**Run 1: gate families picked out**

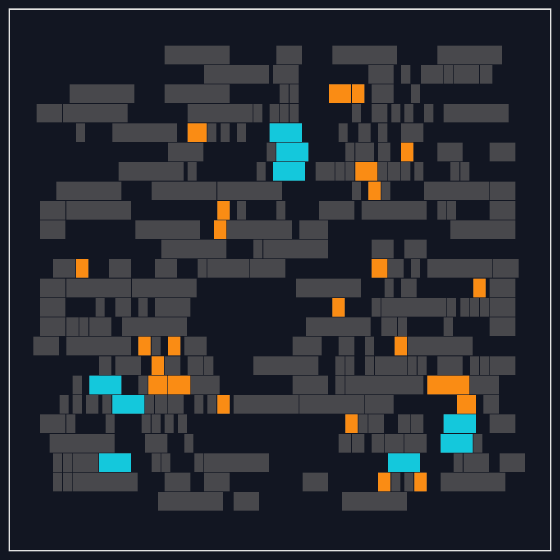
**Run 1: clock wiring as the flow saved it**

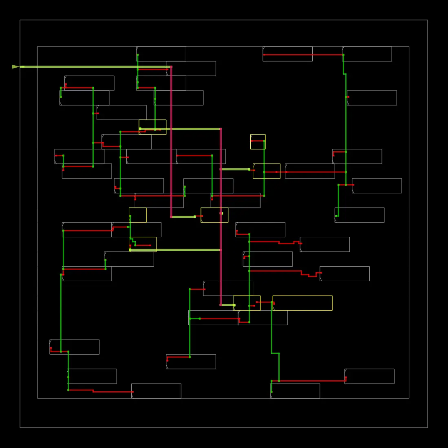
**Run 1: port wiring**

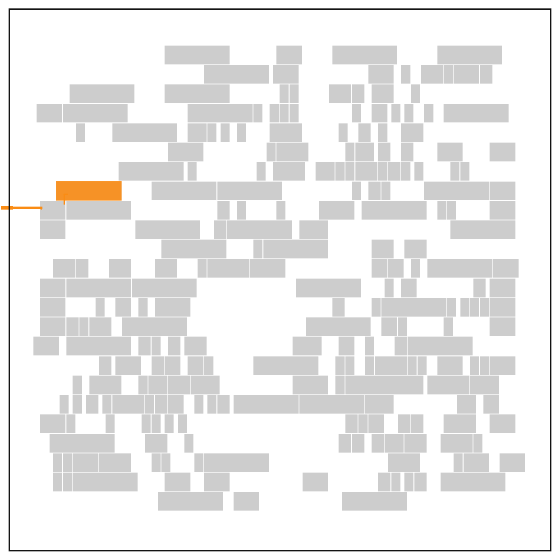
==> config.mk <==
export PLATFORM = sky130hd
export DESIGN_NAME = time_counter
export DESIGN_NICKNAME = d
export VERILOG_FILES = /design/src/rtl/clock_pkg.sv /design/src/rtl/strobe_sync.sv /design/src/rtl/time_counter.sv
export SDC_FILE = /design/constraint.sdc
export NUM_CORES = 1
export LEC_CHECK = 0
export ABC_AREA = 1
export CAP_MARGIN = 20
export CORE_MARGIN = 3
export CORE_UTILIZATION = 40
export DETAILED_ROUTE_END_ITERATION = 7
export REMOVE_ABC_BUFFERS = 1
export SYNTH_ARGS = -nofsm -noshare
export SYNTH_HDL_FRONTEND = slang
export SYNTH_SLANG_ARGS = --single-unit
==> constraint.sdc <==
create_clock -name clk -period 2.7 [get_ports clk]
set_input_delay 0.54 -clock clk [delete_from_list [all_inputs] [get_ports clk]]
set_output_delay 0.54 -clock clk [all_outputs]
set_load 0.03 [all_outputs]
==> results.json <==
{
  "status": "finished, final reports clean",
  "critical_path_class": "register to output pin",
  "maxCapViolCount": 0,
  "via_count": 1429,
  "ys.flops": 40,
  "core-area_um2": 4500,
  "setup_viol": 0,
  "worst-path-buf-inv": 1,
  "grt_pass1_wl_mm": 5.89,
  "slowest_delay_ns": 0.72,
  "synthCells": 206,
  "grt_max_degree": 41,
  "clockRootBuffer": "clkbuf_8",
  "routedWlPerCell_um": 11.5,
  "ys_warn_count": 0,
  "dpl_cell_area_um2": 2300,
  "fillCellCount": 437,
  "crit_path_top_delay_cell": "clkdlybuf4s50_1",
  "min_path_type": "register to register",
  "cp_cell_sequence": "clkdlybuf4s50_1",
  "path_depth": 1,
  "grt_antenna_before_repair": 0,
  "r2r_cells": 10,
  "grt_usage": 0.136,
  "fin_util": 0.536,
  "syn_to_final_growth_pct": 24.5,
  "core.rowCount": 24,
  "dp.cells": 288,
  "antenna-diode-count": 0,
  "fin_cells": 296,
  "power_leakage_nw": 1.10,
  "worstPathArrival_ns": 1.51,
  "nets": 257,
  "chipHeight_um": 75.7,
  "drive_above_1_share": 0.127,
  "cts_tree": "yes",
  "worst_slew_pin_slew_ns": 0.881,
  "yosysChipArea_um2": 1940,
  "drt_pass1_iterations": 4,
  "rsz0062_at_grt": "false",
  "peakVddDrop_uv": 692,
  "ff2ff_setup_slack_ns": 1.16,
  "die-area_um2": 5720,
  "worstSetupStartpointType": "register",
  "htree_num_levels": 2,
  "synth_cell_types": 33,
  "synth_area_um2": 1940,
  "fin_crit_sh": 0.759,
  "crit_path_end_kind": "output pin",
  "clock_skew_ns": 0.00576,
  "clk_pin_slew_worst_paths_ns": 0.09,
  "finalWirelength_mm": 3.40,
  "slew_headroom": 0.413,
  "gr-total-overflow": 0,
  "holdWs_ns": 0.355,
  "tool_warnings": 33,
  "drtAntennaViolNets": 0,
  "fp.dieW_um": 75.7,
  "ys_cells": 206,
  "clk_path_buf_depth": 2,
  "fin_area_um2": 2420,
  "holdPathStages": 0,
  "viasPerCell": 4.83,
  "fp_util": 0.431,
  "dr.first_iter.drc_count": 48,
  "grt_pass1_vias": 1343,
  "powerDensity_nw_per_um2": 879,
  "max_freq_mhz": 488,
  "final_max_slew_viol_count": 0,
  "cts_hold_buf": 0,
  "setup_tns_ns": 0,
  "worstPathMaxFanout": 5,
  "synth_area_per_cell_um2": 9.42,
  "critPathRequiredTime_ns": 2.16,
  "layout_top_cells": "dfrtp_1, nand2_1, clkdlybuf4s50_1",
  "gp_congestion": 0.773,
  "cp_top_family": "buffers and inverters",
  "postCtsSetupBuffers": 0,
  "cts_resized": 0,
  "hpwl_mm": 2.43,
  "hold_viol_final": 0,
  "remaining_drc_errors": 0,
  "numCtsBuffers": 5,
  "ys_seq_share": 0.516,
  "min_period_ns": 2.05
}
## Picture notes: 'gate families picked out'
legend:
  aoi and oai cells:
    colour: orange
    cells: 24
    most_used: a21oi_1
  fa/ha/maj cells:
    colour: cyan
    cells: 9
    most_used: ha_1
Comb/total area: 0.345
dominant logic cell type in the layout: dfrtp_1

## Picture notes: 'clock wiring as the flow saved it'
registers: 40
clk_lat worst skew: 0.29 ns
Clock Power: 0.503 mW
clk_buf instances: 5
Clock Sinks: 40

## Picture notes: 'port wiring'
legend:
  clk_m:
    colour: orange
    bits: 1
    direction: input
    edge: left
    end_cells: 1
    buffers: 1
    wire: 5.90 um
number of port buffers: 30
I/O pin count: 31

[run 1: Yosys cell counts]
cell type	count	area, um2
a21oi_1	6	30.0
a21oi_2	2	17.5
a21oi_4	1	16.3
a31oi_1	1	6.26
and3_1	1	6.26
conb_1	1	3.75
dfrtp_1	40	1000
ha_1	9	113
inv_1	25	93.8
inv_2	3	11.3
mux2_2	1	11.3
nand2_1	35	131
nand2_2	3	18.8
nand2_4	1	11.3
nand3_1	9	45.0
nand3_2	1	10.0
nand4_1	4	25.0
nand4_2	1	12.5
nor2_1	24	90.1
nor2_2	3	18.8
nor2_4	3	33.8
nor3_1	3	15.0
nor3_2	1	10.0
nor3_4	1	16.3
nor3b_1	1	7.51
o211ai_1	1	7.51
o21a_1	1	7.51
o21ai_0	5	25.0
o21ai_1	5	25.0
o21ai_2	1	8.76
o21bai_1	2	15.0
xnor2_1	4	35.0
xor2_1	7	61.3
[run 1: cell type report]
class	instances	area [um2]	area share
Clock buffer	5	68.8	0.0285
Clock inverter	3	46.3	0.0192
Inverter	28	105	0.0435
Multi-Input combinational cell	138	835	0.345
Sequential cell	40	1000	0.414
Tap cell	52	65.1	0.0269
Timing Repair Buffer	30	295	0.122
[run 1: per-stage QoR]
stage	setup slack, ns	power (mW)
floorplan	1.14	1.34
global placement	0.988	1.63
detailed placement	0.965	1.64
CTS	0.631	2.15
global route	0.567	2.26
finish	0.651	2.12
[run 1: cell families (layout without fill, tap and decap cells)]
kind of cell | after synthesis | count (layout) | synth area share
other cells | 1 | 1 | 0.00193
xor+xnor | 11 | 11 | 0.0496
compound gates | 25 | 25 | 0.0819
simple gates | 91 | 91 | 0.233
flops | 40 | 40 | 0.516
mux | 1 | 1 | 0.00580
buf+inv | 28 | 66 | 0.0542
fa+ha+maj | 9 | 9 | 0.0580
[run 1: layer usage]
layer  wire length [um]  GRT usage  share of wire  up-vias
met4                 60     0.0524          0.018        0
met5                  0          0              0        -
li1                   -          -              -      723
met3                145     0.0396          0.043        7
met1               1670      0.172           0.49      671
met2               1520      0.219           0.45       28
[run 1: power by group]
part,internal (mW),switching (mW),total [mW]
sequential,0.706,0.161,0.867
combinational,0.307,0.446,0.753
clock,0.279,0.224,0.503
No activity file was given, so power comes from the tool's default toggle rates.
